File: config.mk
export PLATFORM = sky130hd
export DESIGN_NAME = snd_sequencer
export DESIGN_NICKNAME = d
export VERILOG_FILES = /design/src/rtl/snd_pkg.sv /design/src/rtl/snd_tone_gen.sv /design/src/rtl/snd_sequencer.sv
export SDC_FILE = /design/constraint.sdc
export NUM_CORES = 1
export LEC_CHECK = 0
export CAP_MARGIN = 20
export CORE_MARGIN = 1
export CORE_UTILIZATION = 35
export CTS_CLUSTER_SIZE = 25
export DETAILED_ROUTE_END_ITERATION = 8
export GPL_TIMING_DRIVEN = 0
export PLACE_DENSITY = 0.59
export SYNTH_ARGS = -nofsm -noshare
export SYNTH_HDL_FRONTEND = slang
export SYNTH_SLANG_ARGS = --single-unit
File: constraint.sdc
create_clock -name clk -period 6.43 [get_ports clk]
set_clock_uncertainty 0.1 [all_clocks]
set_input_delay 1.286 -clock clk [delete_from_list [all_inputs] [get_ports clk]]
set_output_delay 1.286 -clock clk [all_outputs]
set_load 0.02 [all_outputs]
File: src/rtl/snd_pkg.sv
// -----------------------------------------------------------------------------
// snd_pkg
// Shared definitions for the buzzer sound sequencer:
//   - event codes (same encoding as the game logic controller)
//   - note and sequencer state enumerations
//   - event priority, sequence length and note lookup helpers
// -----------------------------------------------------------------------------
package snd_pkg;

  localparam logic [1:0] SND_NONE  = 2'b00;
  localparam logic [1:0] SND_EAT   = 2'b01;
  localparam logic [1:0] SND_OVER  = 2'b10;
  localparam logic [1:0] SND_START = 2'b11;

  typedef enum logic [1:0] {
    NOTE_LO  = 2'd0,
    NOTE_MID = 2'd1,
    NOTE_HI  = 2'd2
  } note_t;

  typedef enum logic [1:0] {
    ST_IDLE = 2'd0,
    ST_PLAY = 2'd1,
    ST_GAP  = 2'd2
  } state_t;

  // Larger value wins: OVER > START > EAT > none.
  function automatic logic [1:0] snd_prio(input logic [1:0] evt);
    logic [1:0] p;
    case (evt)
      SND_OVER:  p = 2'd3;
      SND_START: p = 2'd2;
      SND_EAT:   p = 2'd1;
      default:   p = 2'd0;
    endcase
    return p;
  endfunction

  // Number of notes in an event's sequence.
  function automatic logic [1:0] snd_seq_len(input logic [1:0] evt);
    logic [1:0] n;
    case (evt)
      SND_EAT:   n = 2'd2;
      SND_START: n = 2'd3;
      SND_OVER:  n = 2'd3;
      default:   n = 2'd0;
    endcase
    return n;
  endfunction

  // Note played at position idx of an event's sequence.
  function automatic note_t snd_note_at(input logic [1:0] evt, input logic [1:0] idx);
    note_t n;
    n = NOTE_LO;
    case (evt)
      SND_EAT:   n = (idx == 2'd0) ? NOTE_MID : NOTE_HI;
      SND_START: n = (idx == 2'd0) ? NOTE_LO : ((idx == 2'd1) ? NOTE_MID : NOTE_HI);
      SND_OVER:  n = (idx == 2'd0) ? NOTE_HI : ((idx == 2'd1) ? NOTE_MID : NOTE_LO);
      default:   n = NOTE_LO;
    endcase
    return n;
  endfunction

endpackage

File: src/rtl/snd_tone_gen.sv
// -----------------------------------------------------------------------------
// snd_tone_gen
// Square-wave generator: a half-period counter plus a toggle flop. The output
// is registered and already gated by mute.
//   clk        system clock
//   rst        synchronous active-high reset
//   i_restart  start a new note: counter to 0, tone high on the next cycle
//   i_run      tone keeps running; when low the tone is forced low
//   i_mute     forces the registered buzzer output low
//   i_half     half-period in clk cycles of the current note (>= 2)
//   o_buzz     registered buzzer drive
// -----------------------------------------------------------------------------
module snd_tone_gen #(
  parameter int CW = 16
) (
  input  logic          clk,
  input  logic          rst,
  input  logic          i_restart,
  input  logic          i_run,
  input  logic          i_mute,
  input  logic [CW-1:0] i_half,
  output logic          o_buzz
);

  logic [CW-1:0] r_cnt;
  logic          r_tone;
  logic          r_buzz;

  always_ff @(posedge clk) begin
    if (rst) begin
      r_cnt  <= '0;
      r_tone <= 1'b0;
      r_buzz <= 1'b0;
    end else if (i_restart) begin
      r_cnt  <= '0;
      r_tone <= 1'b1;
      r_buzz <= ~i_mute;
    end else if (!i_run) begin
      r_cnt  <= '0;
      r_tone <= 1'b0;
      r_buzz <= 1'b0;
    end else if (r_cnt == i_half - CW'(1)) begin
      r_cnt  <= '0;
      r_tone <= ~r_tone;
      r_buzz <= ~r_tone & ~i_mute;
    end else begin
      r_cnt  <= r_cnt + CW'(1);
      r_buzz <= r_tone & ~i_mute;
    end
  end

  assign o_buzz = r_buzz;

endmodule

File: src/rtl/snd_sequencer.sv
// -----------------------------------------------------------------------------
// snd_sequencer
// Sound-event scheduler between the game logic controller and the buzzer.
// Accepts triggered event codes, arbitrates them by priority with a single
// pending slot, and plays each event as a fixed series of square-wave notes
// with a silent gap between back-to-back events.
//   clk          system clock
//   rst          synchronous active-high reset
//   snd_evt_in   event code: 01 EAT, 10 OVER, 11 START, 00 none
//   snd_trig_in  one-cycle strobe qualifying snd_evt_in
//   mute_in      level; forces the buzzer low while sequencing continues
//   buzz_out     square-wave buzzer drive (registered)
//   busy_out     high while playing or in the inter-event gap (registered)
//   cur_evt_out  code of the event playing, 00 otherwise (registered)
// -----------------------------------------------------------------------------
module snd_sequencer
  import snd_pkg::*;
#(
  parameter int HALF_LO  = 50_000,
  parameter int HALF_MID = 37_500,
  parameter int HALF_HI  = 25_000,
  parameter int NOTE_LEN = 10_000_000,
  parameter int GAP_LEN  = 2_000_000
) (
  input  logic       clk,
  input  logic       rst,
  input  logic [1:0] snd_evt_in,
  input  logic       snd_trig_in,
  input  logic       mute_in,
  output logic       buzz_out,
  output logic       busy_out,
  output logic [1:0] cur_evt_out
);

  localparam int MAX_HALF = (HALF_LO > HALF_MID) ?
                            ((HALF_LO > HALF_HI) ? HALF_LO : HALF_HI) :
                            ((HALF_MID > HALF_HI) ? HALF_MID : HALF_HI);
  localparam int MAX_LEN  = (NOTE_LEN > GAP_LEN) ? NOTE_LEN : GAP_LEN;
  localparam int MAX_ALL  = (MAX_HALF > MAX_LEN) ? MAX_HALF : MAX_LEN;
  localparam int CW       = $clog2(MAX_ALL);

  localparam logic [CW-1:0] NOTE_LAST = CW'(NOTE_LEN - 1);
  localparam logic [CW-1:0] GAP_LAST  = CW'(GAP_LEN - 1);

  state_t        r_state;
  logic [1:0]    r_evt;
  logic [1:0]    r_idx;
  logic [CW-1:0] r_note_cnt;
  logic [CW-1:0] r_gap_cnt;
  logic          r_pend_vld;
  logic [1:0]    r_pend_evt;
  logic          r_busy;
  logic [1:0]    r_cur_evt;

  state_t        w_state_nxt;
  logic [1:0]    w_evt_nxt;
  logic [1:0]    w_idx_nxt;
  logic [CW-1:0] w_note_cnt_nxt;
  logic [CW-1:0] w_gap_cnt_nxt;
  logic          w_pend_vld_nxt;
  logic [1:0]    w_pend_evt_nxt;
  logic          w_restart;

  logic          w_trig_ok;
  logic [1:0]    w_new_prio;
  logic          w_note_wrap;
  logic          w_last_note;
  logic [CW-1:0] w_half;

  assign w_trig_ok   = snd_trig_in && (snd_evt_in != SND_NONE);
  assign w_new_prio  = snd_prio(snd_evt_in);
  assign w_note_wrap = (r_note_cnt == NOTE_LAST);
  assign w_last_note = w_note_wrap && (r_idx == snd_seq_len(r_evt) - 2'd1);

  // Half-period of the note currently sounding; only consulted while the
  // tone generator is counting, never on the restart cycle.
  always_comb begin
    w_half = CW'(HALF_LO);
    case (snd_note_at(r_evt, r_idx))
      NOTE_LO:  w_half = CW'(HALF_LO);
      NOTE_MID: w_half = CW'(HALF_MID);
      NOTE_HI:  w_half = CW'(HALF_HI);
      default:  w_half = CW'(HALF_LO);
    endcase
  end

  always_comb begin
    w_state_nxt    = r_state;
    w_evt_nxt      = r_evt;
    w_idx_nxt      = r_idx;
    w_note_cnt_nxt = r_note_cnt;
    w_gap_cnt_nxt  = r_gap_cnt;
    w_pend_vld_nxt = r_pend_vld;
    w_pend_evt_nxt = r_pend_evt;
    w_restart      = 1'b0;

    case (r_state)
      ST_IDLE: begin
        if (w_trig_ok) begin
          w_state_nxt    = ST_PLAY;
          w_evt_nxt      = snd_evt_in;
          w_idx_nxt      = 2'd0;
          w_note_cnt_nxt = '0;
          w_restart      = 1'b1;
        end
      end

      ST_PLAY: begin
        if (w_trig_ok && (w_new_prio >= snd_prio(r_evt))) begin
          // Preempt: restart from note 0 of the new event, pending untouched.
          w_evt_nxt      = snd_evt_in;
          w_idx_nxt      = 2'd0;
          w_note_cnt_nxt = '0;
          w_restart      = 1'b1;
        end else begin
          if (w_trig_ok && (!r_pend_vld || (w_new_prio > snd_prio(r_pend_evt)))) begin
            w_pend_vld_nxt = 1'b1;
            w_pend_evt_nxt = snd_evt_in;
          end
          if (w_last_note) begin
            // A trigger pended on this same cycle still earns a gap.
            w_note_cnt_nxt = '0;
            w_idx_nxt      = 2'd0;
            w_gap_cnt_nxt  = '0;
            if (w_pend_vld_nxt) begin
              w_state_nxt = ST_GAP;
            end else begin
              w_state_nxt = ST_IDLE;
              w_evt_nxt   = SND_NONE;
            end
          end else if (w_note_wrap) begin
            w_idx_nxt      = r_idx + 2'd1;
            w_note_cnt_nxt = '0;
            w_restart      = 1'b1;
          end else begin
            w_note_cnt_nxt = r_note_cnt + CW'(1);
          end
        end
      end

      ST_GAP: begin
        if (w_trig_ok && (w_new_prio >= snd_prio(r_pend_evt))) begin
          w_pend_evt_nxt = snd_evt_in;
        end
        if (r_gap_cnt == GAP_LAST) begin
          w_state_nxt    = ST_PLAY;
          w_evt_nxt      = w_pend_evt_nxt;
          w_pend_vld_nxt = 1'b0;
          w_idx_nxt      = 2'd0;
          w_note_cnt_nxt = '0;
          w_gap_cnt_nxt  = '0;
          w_restart      = 1'b1;
        end else begin
          w_gap_cnt_nxt = r_gap_cnt + CW'(1);
        end
      end

      default: begin
        w_state_nxt = ST_IDLE;
      end
    endcase
  end

  always_ff @(posedge clk) begin
    if (rst) begin
      r_state    <= ST_IDLE;
      r_evt      <= SND_NONE;
      r_idx      <= 2'd0;
      r_note_cnt <= '0;
      r_gap_cnt  <= '0;
      r_pend_vld <= 1'b0;
      r_pend_evt <= SND_NONE;
      r_busy     <= 1'b0;
      r_cur_evt  <= SND_NONE;
    end else begin
      r_state    <= w_state_nxt;
      r_evt      <= w_evt_nxt;
      r_idx      <= w_idx_nxt;
      r_note_cnt <= w_note_cnt_nxt;
      r_gap_cnt  <= w_gap_cnt_nxt;
      r_pend_vld <= w_pend_vld_nxt;
      r_pend_evt <= w_pend_evt_nxt;
      r_busy     <= (w_state_nxt != ST_IDLE);
      r_cur_evt  <= (w_state_nxt == ST_PLAY) ? w_evt_nxt : SND_NONE;
    end
  end

  snd_tone_gen #(
    .CW (CW)
  ) u_tone (
    .clk       (clk),
    .rst       (rst),
    .i_restart (w_restart),
    .i_run     (w_state_nxt == ST_PLAY),
    .i_mute    (mute_in),
    .i_half    (w_half),
    .o_buzz    (buzz_out)
  );

  assign busy_out    = r_busy;
  assign cur_evt_out = r_cur_evt;

endmodule
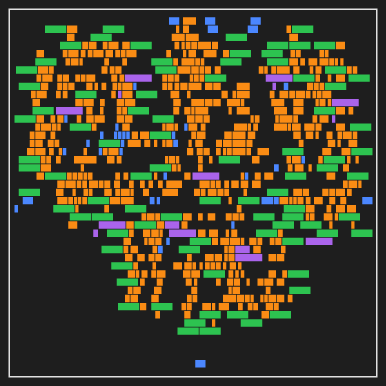
*Cells colored by class*
Scale: 3 px per µm.
| color | class | cells | share of their area |
|---|---|---|---|
| green | registers | 86 | 32% |
| purple | clock drivers and dummy loads | 15 | 5.0% |
| blue | remaining buffers and delay cells | 37 | 3.8% |
| orange | remaining logic cells | 493 | 59% |

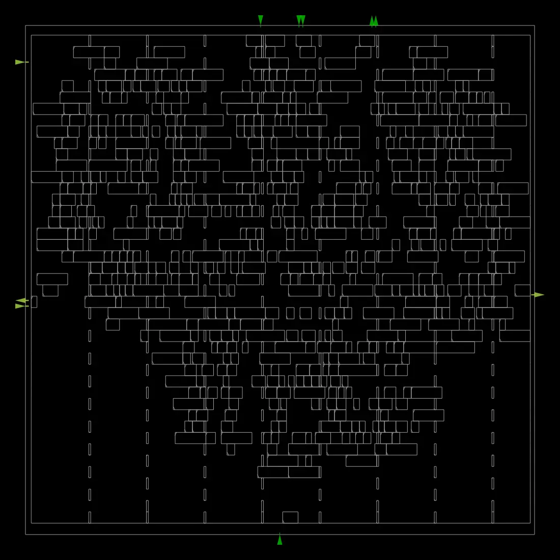
*Placement view*
number of flip-flops and latches: 86
Seq area share: 30.7%
number of inserted filler cells in the final layout: 1,412
Core Rows: 43

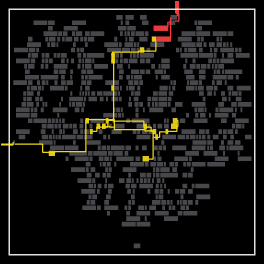
*Port wiring*
Scale: 2 px per µm.
| color | port | bits | direction | edge | end cells | wire |
|---|---|---|---|---|---|---|
| yellow | rst | 1 | input | left | 18 | 248 µm |
| red | cur_evt_out | 2 | output | top | 2 | 23.9 µm |
I/O pins: 10
count of buffers from port buffering: 8

==> summary.rpt <==
==== FLOW RESULTS ====
----------------------------------------------------
[Finish]
  Area of all placed cells without fillers ........................ approximately 5600 µm²
  Comb_multi_in ........................ 470
  Utilization after layout ........................ 40.1%
  Combinational gate area ........................ ~3100 µm²
  Cell type taking the most area ........................ logic gates
  Non-CTS buffers ........................ 37

[Power]
  Max rail drop VDD ........................ roughly 0.00016 V
  Pwr per Cell Area ........................ 200 nW/µm²

[Clocking]
  CTS buffer count ........................ 9
  CTS tree ........................ built
  Reg clk slew, reported paths ........................ about 0.050 ns
  Max Root-Sink Buffers ........................ 2
  Clock root buffer ........................ sky130_fd_sc_hd__clkbuf_16

[Synthesis]
  Cell taking the most area after synthesis ........................ sky130_fd_sc_hd__dfxtp_1
  Combined area of all synthesized cells ........................ just over 5000 µm²
  Portion of synthesized cell area occupied by the leading cell type ........................ around a third
  Number of storage elements in the synthesis netlist ........................ 86

[Outcome]
  Result of the run ........................ finished, final reports clean

[Floorplan]
  DIE HEIGHT ........................ 122 µm

[Placement]
  Instance count after placement with tap cells included ........................ between 700 and 800

[Worst setup path]
  Worst-case reg-to-reg path depth ........................ 12
  Setup crit end ........................ r_gap_cnt[4]
  Element type at the critical path end ........................ register
  Maximum cell stage delay along the critical path ........................ 0.54 ns
  Number of cells on the critical path ........................ 12

[Timing]
  Timing-limited maximum frequency ........................ 230 MHz
  Final count of negative-setup-slack endpoints ........................ 0
  RSZ-0062 raised after global routing ........................ no

[Global route]
  Grt total ovfl ........................ 0
  Initial antenna violation count ........................ 0

[Run]
  Count of tool warnings ........................ 39

[Routing]
  Number of nets with antenna violations after detailed routing ........................ 0

----------------------------------------------------
## worst register-to-register path: cells and delay by family, from the launching register on
family,cells,cell delay (ns)
and+or+nand+nor,4,1.17
AOI/OAI and AO/OA,3,0.75
buffers and inverters,3,0.52
DFF,1,0.42
adders and majority gates,2,0.40
## kinds of logic after synthesis
logic type | share of synthesized area, %
DFF | 34.2
adders and majority gates | 6.21
xor gates and xnor gates | 4.52
muxes | 4.37
AOI/OAI and AO/OA | 15.2
and+or+nand+nor | 31.4
buffers and inverters | 4.17
## metal layers
layer	vias to the layer above	wire, µm
met4	0	200
met3	16	403
met2	64	5950
met1	2216	5750
met5	-	0
li1	2327	-
## where the power goes
part	switching (mW)	internal (mW)	total (mW)
Combinational	0.0591	0.0323	0.0914
Sequential	0.00523	0.539	0.544
Clock	0.207	0.280	0.488
Power is estimated from default activity; no workload was simulated.
